## config.mk

```make
export PLATFORM = sky130hd
export DESIGN_NAME = elastic_pipeline
export DESIGN_NICKNAME = d
export VERILOG_FILES = /design/src/rtl/pipeline_pkg.sv /design/src/rtl/pipeline_stage.sv /design/src/rtl/elastic_pipeline.sv
export SDC_FILE = /design/constraint.sdc
export NUM_CORES = 1
export LEC_CHECK = 0
export ABC_AREA = 1
export ABC_CLOCK_PERIOD_IN_PS = 6300
export CAP_MARGIN = 10
export CORE_MARGIN = 4
export CORE_UTILIZATION = 35
export DETAILED_ROUTE_END_ITERATION = 8
export PLACE_DENSITY_LB_ADDON = 0.08
export SKIP_CTS_REPAIR_TIMING = 1
export SLEW_MARGIN = 20
export SYNTH_ARGS = -nofsm -noshare
export SYNTH_HDL_FRONTEND = slang
export SYNTH_SLANG_ARGS = --single-unit
export TNS_END_PERCENT = 10
```

## constraint.sdc

```tcl
create_clock -name clk -period 6.3 [get_ports clk]
set_input_delay 1.575 -clock clk [delete_from_list [all_inputs] [get_ports clk]]
set_output_delay 1.575 -clock clk [all_outputs]
set_load 0.02 [all_outputs]
```

## src/rtl/pipeline_pkg.sv

```systemverilog
// Constants shared by the elastic pipeline and its stages.
package pipeline_pkg;

  localparam int MODE_PASS = 0;
  localparam int MODE_INC  = 1;

endpackage

```

## src/rtl/pipeline_stage.sv

```systemverilog
// One elastic pipeline slot: a valid bit plus a data register, optionally
// adding INC to whatever it loads.
module pipeline_stage
  import pipeline_pkg::*;
#(
  parameter int              WIDTH = 8,
  parameter int              MODE  = MODE_INC,
  parameter logic [WIDTH-1:0] INC  = WIDTH'(1)
) (
  input  logic             clk,
  input  logic             reset,
  input  logic             clear,
  input  logic             load,
  input  logic             empty,
  input  logic [WIDTH-1:0] data_src,
  output logic             valid,
  output logic [WIDTH-1:0] data
);

  logic [WIDTH-1:0] data_next;

  assign data_next = (MODE == MODE_INC) ? data_src + INC : data_src;

  // A load while emptying keeps the slot full, so load takes priority over empty.
  always_ff @(posedge clk) begin
    if (!reset) begin
      valid <= 1'b0;
      data  <= '0;
    end else if (clear) begin
      valid <= 1'b0;
    end else if (load) begin
      valid <= 1'b1;
      data  <= data_next;
    end else if (empty) begin
      valid <= 1'b0;
    end
  end

endmodule

```

## src/rtl/elastic_pipeline.sv

```systemverilog
// DEPTH-stage elastic pipeline with DIR/ack producer side, DOR/ack consumer
// side, bubble collapse, flush and a registered occupancy count.
module elastic_pipeline
  import pipeline_pkg::*;
#(
  parameter int               WIDTH = 8,
  parameter int               DEPTH = 4,
  parameter int               MODE  = MODE_INC,
  parameter logic [WIDTH-1:0] INC   = WIDTH'(1)
) (
  input  logic                       clk,
  input  logic                       reset,
  input  logic                       dir,
  output logic                       ack_out,
  input  logic [WIDTH-1:0]           data_in,
  output logic                       dor,
  input  logic                       ack_in,
  output logic [WIDTH-1:0]           data_out,
  input  logic                       flush,
  output logic [$clog2(DEPTH+1)-1:0] occupancy
);

  localparam int OCC_W = $clog2(DEPTH+1);

  logic [DEPTH-1:0] stage_valid;
  logic [DEPTH-1:0] stage_load;
  logic [DEPTH-1:0] stage_empty;
  logic [WIDTH-1:0] stage_data [DEPTH];
  logic             consume;
  logic             accept;

  assign consume = ack_in & stage_valid[DEPTH-1];

  // Resolve moves from the output backwards so a stage can refill on the
  // same edge its occupant moves on.
  always_comb begin
    stage_load  = '0;
    stage_empty = '0;
    stage_empty[DEPTH-1] = consume;
    for (int i = DEPTH - 2; i >= 0; i--) begin
      stage_load[i+1] = stage_valid[i] & (~stage_valid[i+1] | stage_empty[i+1]);
      stage_empty[i]  = stage_load[i+1];
    end
    accept        = dir & ~ack_out & ~flush & (~stage_valid[0] | stage_empty[0]);
    stage_load[0] = accept;
  end

  for (genvar i = 0; i < DEPTH; i++) begin : g_stage
    logic [WIDTH-1:0] src;
    if (i == 0) begin : g_first
      assign src = data_in;
    end else begin : g_rest
      assign src = stage_data[i-1];
    end

    pipeline_stage #(
      .WIDTH (WIDTH),
      .MODE  (MODE),
      .INC   (INC)
    ) u_stage (
      .clk      (clk),
      .reset    (reset),
      .clear    (flush),
      .load     (stage_load[i]),
      .empty    (stage_empty[i]),
      .data_src (src),
      .valid    (stage_valid[i]),
      .data     (stage_data[i])
    );
  end

  // ack_out pulses for exactly the cycle after an accept, which also blocks
  // the next accept and caps input rate at one item per two cycles.
  always_ff @(posedge clk) begin
    if (!reset) begin
      ack_out   <= 1'b0;
      occupancy <= '0;
    end else if (flush) begin
      ack_out   <= 1'b0;
      occupancy <= '0;
    end else begin
      ack_out   <= accept;
      occupancy <= occupancy + OCC_W'(accept) - OCC_W'(consume);
    end
  end

  assign dor      = stage_valid[DEPTH-1];
  assign data_out = stage_data[DEPTH-1];

endmodule

```

gate_families.png
The bar under the picture is 20 µm long.
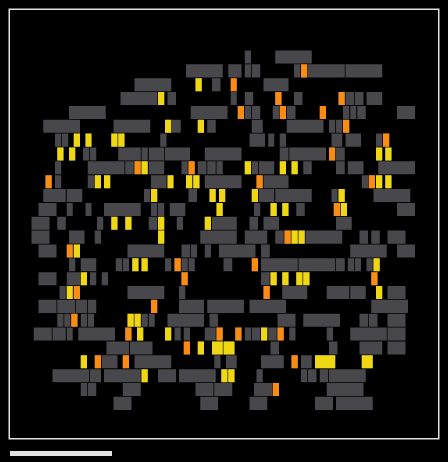
[NOR gates] yellow | cells: 64
[inverters] orange | cells: 35
final cell count without fillers: 389
multi-input gate share of the layout cell area: 0.438

registers.png
The bar under the picture is 20 µm long. Other sequential cells in the stronger grey, the rest of the logic in the fainter grey.
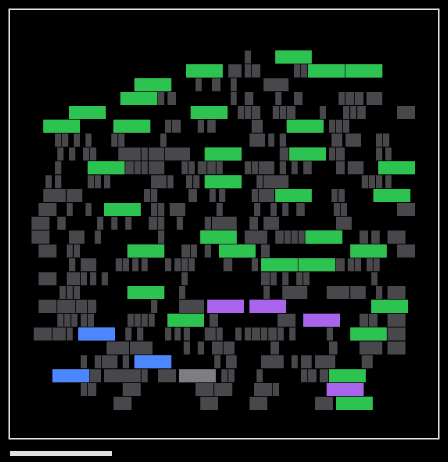
[`occupancy`] blue | sequential cells: 3
[`g_stage.u_stage.valid`] purple | sequential cells: 4
[`g_stage.u_stage.data`] green | sequential cells: 32
utilization of the core after routing: 0.437
sequential cell power: 0.000264 W

==> metal layers <==
layer | share of wire | vias up | global-route usage
met2 | 0.50 | 24 | 0.223
met5 | 0 | - | 0
met4 | 0.011 | 0 | 0.0395
met3 | 0.040 | 5 | 0.0336
met1 | 0.45 | 766 | 0.137
li1 | - | 951 | -
==> power by group <==
part	internal [W]	switching, W
Clock	0.0000893	0.0000814
Combinational	0.0000186	0.0000227
Sequential	0.000259	0.00000519
==> registers in the layout, indices dropped and copies added (netlist names) <==
| name | count |
|---|---|
| occupancy | 3 |
| g_stage.u_stage.data | 32 |
| g_stage.u_stage.valid | 4 |
| ack_out | 1 |
==> worst max-delay path: stages <==
cell and delay, ns:
sky130_fd_sc_hd__clkdlybuf4s50_1 0.51, sky130_fd_sc_hd__nor2_1 0.14, sky130_fd_sc_hd__nand2_1 0.09, sky130_fd_sc_hd__inv_1 0.08, sky130_fd_sc_hd__nand2_2 0.09, sky130_fd_sc_hd__ha_1 0.30, sky130_fd_sc_hd__inv_1 0.06, sky130_fd_sc_hd__ha_1 0.13
sky130_fd_sc_hd__inv_1 0.04, sky130_fd_sc_hd__fa_1 0.37, sky130_fd_sc_hd__xnor2_1 0.15, sky130_fd_sc_hd__or2_2 0.28, sky130_fd_sc_hd__a21oi_1 0.13
==> cell families after synthesis <==
logic type               count (synthesis)  share of synthesized area
adder cells (fa/ha/maj)                  7                     0.0470
flip-flops                              40                      0.396
AND/OR/NAND/NOR                        155                      0.324
buffers and inverters                   39                     0.0804
XOR/XNOR                                16                     0.0693
AND-OR/OR-AND                           31                     0.0835
==> run_results.csv <==
group,metric,value,unit
critical_path,timing.rr.end,"occupancy[2]",
sta,max_freq,0.269,GHz
sta,rsz_0062_raised_after_global_routing,"false",
sta,relSlewSlack,0.363,
cells_and_area,layout_buffer_count_excluding_clock_buffers,25,
detailed_routing,route.detailed.drc,0,
power,power_density,196,nW/µm²
cells_and_area,nets,336,
cts,cts_max_path_buffers,2,
critical_path,crit_path_start_kind,"primary input",
detailed_routing,detail_route.iter0.violations,62,
detailed_routing,postRouteAntennaNets,0,
synthesis,fp_nets,308,
cells_and_area,biggestCellCategory,"multi-input combinational cells",
worst_hold_path,hold_path_class,"flop to flop",
synthesis,edf_count,0,
detailed_routing,drt-vias-per-instance,4.49,
detailed_routing,drt_first_pass_iters,4,
critical_path,critical_path.endpoint,"occupancy[2]",
cts,clock_pin_transition_on_the_worst_setup_and_hold_timing_paths,0.07,ns
sta,min_period_over_period,0.591,
global_routing,largest_net_degree_at_the_start_of_global_routing,26,
sta,pins_over_slew_limit,0,
status,outcome,"completed",
floorplan,core-area,5540,µm²
sta,actual_slew_at_the_worst_max_slew_pin,0.953,ns
cells_and_area,seqCellArea,801,µm²
cells_and_area,fillers,623,
critical_path,r2r_start,"g_stage[3].u_stage.valid",
power,power.ir.vdd_worst,0.0713,mV
sta,max_clock_skew,0.00503,ns
critical_path,r2r_setup_slack,3.96,ns
synthesis,postSynthSeqShare,0.396,
synthesis,fraction_of_synthesized_cell_area_taken_by_the_top_area_cell_type,0.396,
sta,hold_viol,0,
run,openroad.warnings,26,
cts,clock_tree_sinks,40,
cells_and_area,layout.cells.most_common_list,"65 x sky130_fd_sc_hd__nand2_1, 60 x sky130_fd_sc_hd__nor2_1, 40 x sky130_fd_sc_hd__dfxtp_1, 31 x sky130_fd_sc_hd__inv_1, 25 x sky130_fd_sc_hd__clkdlybuf4s50_1",
synthesis,mappedNetlistArea,2020,µm²
floorplan,row_count,27,
floorplan,nWellTaps,72,
global_routing,grt_use_total,0.123,
cells_and_area,comb.multi_input.count,209,
run,drv_cap,0,
placed_design,routability_cong,0.803,
synthesis,synth_stat.cells,288,
cells_and_area,seq_share,0.331,
detailed_routing,totalWireLength,3930,µm
sta,worst_hold_slack,0.486,ns
critical_path,worst-endpoint-arrival,3.93,ns
worst_hold_path,whs_path_depth,2,
power,finalPower,0.000476,W
synthesis,synthesis.area_per_instance,7.02,µm²
global_routing,aggregate_global_routing_overflow,0,
sta,setup_viol_count_final,0,
cells_and_area,seq_cells,40,
critical_path,r2r_cells,12,
cells_and_area,buf_share,0.103,
synthesis,netlist_instances,288,
critical_path,worstPathMaxFanout,6,
synthesis,most_common_cell,"sky130_fd_sc_hd__nand2_1",
cells_and_area,mostFrequentLayoutCell,"sky130_fd_sc_hd__nand2_1",
cells_and_area,multi_input_comb_area,1060,µm²
cts,h-tree-depth,2,
critical_path,capturing_element_type_of_the_critical_path,"flop",
global_routing,wire_length_of_the_first_global_routing_pass,7160,µm
floorplan,die_area,7060,µm²
synthesis,ys_area,2020,µm²
worst_hold_path,hold_crit_endpoint,"g_stage[1].u_stage.data[0]",
detailed_routing,routed-via-count,1746,
synthesis,ys_seq_elements,40,
floorplan,fp-utilization,0.365,
sta,post-route-min-period,3.72,ns
placed_design,placedInstanceArea,2330,µm²
placed_design,port_buffers,25,
cells_and_area,num-clock-buffers,8,
cells_and_area,finish.instance_area,2420,µm²
critical_path,timing.critical_path.required,6.51,ns
placed_design,dp.final_hpwl,3020,µm
cts,tritoncts_clock_tree,"yes",
synthesis,synth_top_cell_by_area,"sky130_fd_sc_hd__dfxtp_1",
cts,clockRootBuffer,"sky130_fd_sc_hd__clkbuf_8",
floorplan,die_h,84.0,µm
synthesis,async_flop_share,0,
cells_and_area,nNonClkInverters,35,
placed_design,dp.cells,381,
placed_design,pre_cts_setup_slack,2.26,ns
synthesis,yosys.cell_types.count,27,
synthesis,syn_warnings,0,
worst_hold_path,holdCritStartpoint,"g_stage[1].u_stage.data[0]",
cells_and_area,area_growth,19.7,%
cells_and_area,antenna_cells,0,
cells_and_area,final_layout_size_suffix_gt1_frac,0.0662,
global_routing,antenna_violations_before_repair,0,
power,p_leak,1.04,nW
synthesis,flop_cell,"sky130_fd_sc_hd__dfxtp_1",
sta,setup_ws,2.58,ns
global_routing,first_global_vias,1707,
cts,tritoncts.num_buffers,5,
sta,finalSetupTns,0,ns
critical_path,crit_start,"flush",
critical_path,path_class,"primary input to flop",
synthesis,common_cells,"65 x sky130_fd_sc_hd__nand2_1, 60 x sky130_fd_sc_hd__nor2_1, 40 x sky130_fd_sc_hd__dfxtp_1, 31 x sky130_fd_sc_hd__inv_1, 15 x sky130_fd_sc_hd__nand3_1",
floorplan,io-pin-count,26,
synthesis,area_leaders,"sky130_fd_sc_hd__dfxtp_1 40%, sky130_fd_sc_hd__nand2_1 12%, sky130_fd_sc_hd__nor2_1 11%",
cts,clock_latency_on_the_worst_skew_pair,0.28,ns
detailed_routing,route.detailed.wl_per_inst,10.1,µm
cells_and_area,clock_cell_area_share,0.0372,
floorplan,floorplan.die.width,84.0,µm
Power and IR drop assume default switching activity.
